`config.mk`:
```
export PLATFORM = sky130hd
export DESIGN_NAME = i2s_rx_stream
export DESIGN_NICKNAME = d
export VERILOG_FILES = /design/src/rtl/i2s_pkg.sv /design/src/rtl/i2s_pin_sync.sv /design/src/rtl/i2s_rx_stream.sv
export SDC_FILE = /design/constraint.sdc
export NUM_CORES = 1
export LEC_CHECK = 0
export CAP_MARGIN = 0
export CORE_UTILIZATION = 50
export DETAILED_ROUTE_END_ITERATION = 8
export GPL_ROUTABILITY_DRIVEN = 0
export PLACE_DENSITY_LB_ADDON = 0.12
export SLEW_MARGIN = 20
export SYNTH_ARGS = -nofsm -noshare
export SYNTH_HDL_FRONTEND = slang
export SYNTH_HIERARCHICAL = 1
export SYNTH_SLANG_ARGS = --single-unit
```
`constraint.sdc`:
```
create_clock -name clk -period 1.7 [get_ports clk]
set_input_delay 0.34 -clock clk [delete_from_list [all_inputs] [get_ports clk]]
set_output_delay 0.34 -clock clk [all_outputs]
set_load 0.02 [all_outputs]
```
`src/rtl/i2s_pkg.sv`:
```
// Shared constants and FSM state type for the I2S / left-justified stream receiver.
package i2s_pkg;

    localparam int I2S_MODE_I2S = 0;
    localparam int I2S_MODE_LJ  = 1;

    localparam logic I2S_CHAN_LEFT  = 1'b0;
    localparam logic I2S_CHAN_RIGHT = 1'b1;

    // Wide enough to count up to the largest allowed slot (64 bits).
    localparam int I2S_CNT_W = 7;

    typedef enum logic {
        I2S_ST_IDLE  = 1'b0,
        I2S_ST_SHIFT = 1'b1
    } i2s_state_e;

endpackage

```
`src/rtl/i2s_pin_sync.sv`:
```
// Multi-stage synchroniser for the three I2S pins plus a one-clk strobe on each
// rising edge of the synchronised bit clock.
module i2s_pin_sync #(
    parameter int SYNC_STAGES = 2
) (
    input  logic clk,
    input  logic rst,
    input  logic sclk_i,
    input  logic lrck_i,
    input  logic sdin_i,
    output logic lrck_o,
    output logic sdin_o,
    output logic rise_o
);

    // All three pins travel through the same chain so they stay mutually aligned.
    logic [SYNC_STAGES-1:0][2:0] sync_q;
    logic                        sclk_prev_q;

    always_ff @(posedge clk or posedge rst) begin
        if (rst) begin
            sync_q      <= '0;
            sclk_prev_q <= 1'b0;
        end else begin
            sync_q      <= {sync_q[SYNC_STAGES-2:0], {sclk_i, lrck_i, sdin_i}};
            sclk_prev_q <= sync_q[SYNC_STAGES-1][2];
        end
    end

    assign lrck_o = sync_q[SYNC_STAGES-1][1];
    assign sdin_o = sync_q[SYNC_STAGES-1][0];
    assign rise_o = sync_q[SYNC_STAGES-1][2] & ~sclk_prev_q;

endmodule

```
`src/rtl/i2s_rx_stream.sv`:
```
// I2S / left-justified audio receiver: oversampled pins, MSB-first slot
// deserialiser and a single-entry valid/ready output register.
module i2s_rx_stream
    import i2s_pkg::*;
#(
    parameter int WIDTH       = 24,
    parameter int SLOT_MAX    = 32,
    parameter int MODE        = I2S_MODE_I2S,
    parameter int SYNC_STAGES = 2
) (
    input  logic             clk,
    input  logic             rst,
    input  logic             en,
    input  logic             sclk,
    input  logic             lrck,
    input  logic             sdin,
    output logic [WIDTH-1:0] m_data,
    output logic             m_chan,
    output logic             m_valid,
    input  logic             m_ready,
    output logic             overrun,
    output logic             short_slot
);

    localparam logic [I2S_CNT_W-1:0] WIDTH_C    = I2S_CNT_W'(WIDTH);
    localparam logic [I2S_CNT_W-1:0] WIDTH_M1_C = I2S_CNT_W'(WIDTH - 1);
    localparam logic [I2S_CNT_W-1:0] SLOT_MAX_C = I2S_CNT_W'(SLOT_MAX);
    localparam logic [I2S_CNT_W-1:0] ONE_C      = I2S_CNT_W'(1);
    localparam bit                   LJ         = (MODE == I2S_MODE_LJ);

    logic rise, lrck_s, sdin_s, lrck_edge;

    i2s_pin_sync #(.SYNC_STAGES(SYNC_STAGES)) u_pin_sync (
        .clk    (clk),
        .rst    (rst),
        .sclk_i (sclk),
        .lrck_i (lrck),
        .sdin_i (sdin),
        .lrck_o (lrck_s),
        .sdin_o (sdin_s),
        .rise_o (rise)
    );

    i2s_state_e             state_q, state_d;
    logic [I2S_CNT_W-1:0]   cnt_q, cnt_d;
    logic [WIDTH-1:0]       shreg_q, shreg_d, shreg_ins, word_c;
    logic                   lrck_q;
    logic                   store, commit, restart, short_c;
    logic [WIDTH-1:0]       m_data_q;
    logic                   m_chan_q, m_valid_q;

    assign lrck_edge = rise && (lrck_s != lrck_q);

    always_ff @(posedge clk or posedge rst) begin
        if (rst) begin
            state_q <= I2S_ST_IDLE;
        end else begin
            state_q <= state_d;
        end
    end

    always_comb begin
        state_d = state_q;
        if (!en) begin
            state_d = I2S_ST_IDLE;
        end else if (state_q == I2S_ST_IDLE && lrck_edge) begin
            state_d = I2S_ST_SHIFT;
        end
    end

    always_comb begin
        store   = 1'b0;
        commit  = 1'b0;
        restart = 1'b0;
        if (en && rise) begin
            case (state_q)
                I2S_ST_IDLE: begin
                    restart = lrck_edge;
                end
                I2S_ST_SHIFT: begin
                    store   = !lrck_edge;
                    commit  = lrck_edge;
                    restart = lrck_edge;
                end
                default: begin
                end
            endcase
        end
    end

    // Current bit dropped into its MSB-first slot; nothing changes once WIDTH bits are held.
    always_comb begin
        shreg_ins = shreg_q;
        for (int i = 0; i < WIDTH; i++) begin
            if (cnt_q < WIDTH_C && cnt_q == I2S_CNT_W'(WIDTH - 1 - i)) begin
                shreg_ins[i] = sdin_s;
            end
        end
    end

    // In I2S the edge bit still belongs to the ending slot; in LJ it opens the next one.
    assign word_c  = LJ ? shreg_q : shreg_ins;
    assign short_c = LJ ? (cnt_q < WIDTH_C) : (cnt_q < WIDTH_M1_C);

    always_comb begin
        cnt_d   = cnt_q;
        shreg_d = shreg_q;
        if (!en) begin
            cnt_d   = '0;
            shreg_d = '0;
        end else if (restart) begin
            cnt_d   = '0;
            shreg_d = '0;
            if (LJ) begin
                shreg_d[WIDTH-1] = sdin_s;
                cnt_d            = ONE_C;
            end
        end else if (store) begin
            shreg_d = shreg_ins;
            if (cnt_q != SLOT_MAX_C) begin
                cnt_d = cnt_q + ONE_C;
            end
        end
    end

    always_ff @(posedge clk or posedge rst) begin
        if (rst) begin
            cnt_q   <= '0;
            shreg_q <= '0;
            lrck_q  <= 1'b0;
        end else begin
            cnt_q   <= cnt_d;
            shreg_q <= shreg_d;
            if (rise) begin
                lrck_q <= lrck_s;
            end
        end
    end

    // A held word is never overwritten; a commit that finds it stalled is dropped.
    always_ff @(posedge clk or posedge rst) begin
        if (rst) begin
            m_data_q  <= '0;
            m_chan_q  <= I2S_CHAN_LEFT;
            m_valid_q <= 1'b0;
        end else if (commit && (!m_valid_q || m_ready)) begin
            m_data_q  <= word_c;
            m_chan_q  <= lrck_q ? I2S_CHAN_RIGHT : I2S_CHAN_LEFT;
            m_valid_q <= 1'b1;
        end else if (m_valid_q && m_ready) begin
            m_valid_q <= 1'b0;
        end
    end

    assign m_data     = m_data_q;
    assign m_chan     = m_chan_q;
    assign m_valid    = m_valid_q;
    assign overrun    = commit && m_valid_q && !m_ready;
    assign short_slot = commit && short_c;

endmodule

```
==> metrics.yaml <==
outcome: "complete, but fails checks"
violations: "negative setup slack"
yosysCellCount: 322
max-vdd-ir-drop_mv: 0.695
final_max_slew_viol_count: 0
finalSetupViolCount: 5
portBuffers: 34
first_pass_iters: 4
ff_type: "dfrtp_1"
timing.fmax_mhz: 556
synth.avg_cell_area_um2: 9.76
nMultiInputCombCells: 205
final-seq-area_um2: 1650
fin_ws_ps: -98.8
top_cells_by_area: "dfrtp_1, mux2i_1, nand2_1"
sh_seq_area: 0.371
finalCritPeriodShare: 1.06
post_cts_buffers: 5
grt_usage: 0.244
syn_area_um2: 3140
path_max_fanout: 2
ys_area_um2: 3140
-- routing by layer --
layer / share of wire / wire length, um / GRT usage
met4: 0.033 / 262 / 0.121
met1: 0.43 / 3400 / 0.329
met5: 0 / 0 / 0
met2: 0.49 / 3860 / 0.368
met3: 0.039 / 307 / 0.0562
-- through the flow --
step / worst slack (ps) / utilization / hold slack (ps)
after floorplan: 8.61 / - / 143
after detailed placement: -713 / 0.630 / 335
after CTS: -93.4 / 0.684 / 320
after global placement: -699 / 0.630 / 332
after global routing: -189 / 0.744 / 355
final: -98.8 / 0.744 / 312
-- worst max-delay path by stage --
stage / start / end / slack, ps
after floorplan: u_pin_sync/sclk_prev_q / short_slot / 9
after global placement: en / short_slot / -700
after detailed placement: en / short_slot / -710
after CTS: u_pin_sync/sclk_prev_q / short_slot / -90
after global routing: u_pin_sync/sclk_prev_q / short_slot / -190
final: u_pin_sync/lrck_o / short_slot / -100
-- power groups by stage --
stage | registers [uW] | logic (uW) | clock network (uW)
after detailed placement | 1650 | 308 | 0
after CTS | 1630 | 330 | 1340
after global routing | 1630 | 386 | 1430
after floorplan | 1680 | 147 | 0
after global placement | 1650 | 303 | 0
final | 1630 | 356 | 1330
-- logic make-up (layout without fill, tap and decap cells) --
kind of cell,after synthesis,in the layout,share of synthesized area
multiplexers,27,27,0.0868
flip-flops,66,66,0.526
AND/OR/NAND/NOR,89,89,0.145
XOR/XNOR,7,7,0.0219
AND-OR/OR-AND,78,78,0.140
adder cells (fa/ha/maj),4,4,0.0159
buffers and inverters,51,122,0.0653
-- worst max-delay path, stage by stage (launching register included) --
cell and delay, ps:
dfrtp_1 400, xor2_2 260, nand2b_4 90, a2111oi_4 180
buf_4 190
Selected gate families:
Scale: 4 px per um.
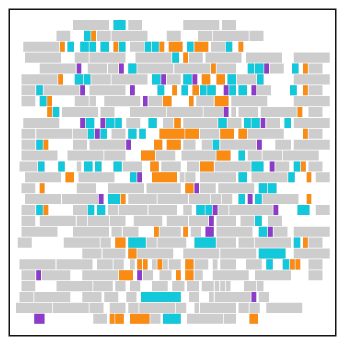
inverters: shown in purple, cells 31, most used inv_1. NAND gates: shown in orange, cells 62, most used nand2_1, where all over the die. inverting AOI/OAI gates: shown in cyan, cells 78, most used o22ai_1.
highest-count logic cell in the final layout: dfrtp_1
Post-Layout Cell Count: 468
combinational share of cell area: 0.354

Cell classes on the final placement:
Scale: 4 px per um. Fill, decap, tap and diode cells in grey.
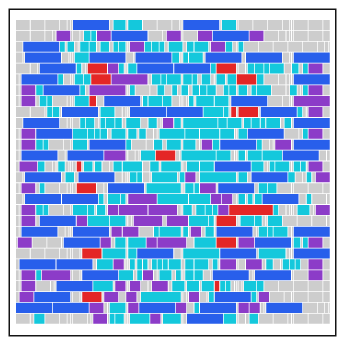
all other logic: shown in cyan, cells 236, share of their area 39%. other buffers and delay cells: shown in purple, cells 75, share of their area 19%. clock drivers and dummy loads: shown in red, cells 16, share of their area 4.5%. flip-flops: shown in blue, cells 66, share of their area 38%.
post-layout util: 0.744
core area: 5990 um2
Finished Cell Area: 4460 um2
Cell Rows: 28

Power is estimated from default activity; no workload was simulated.
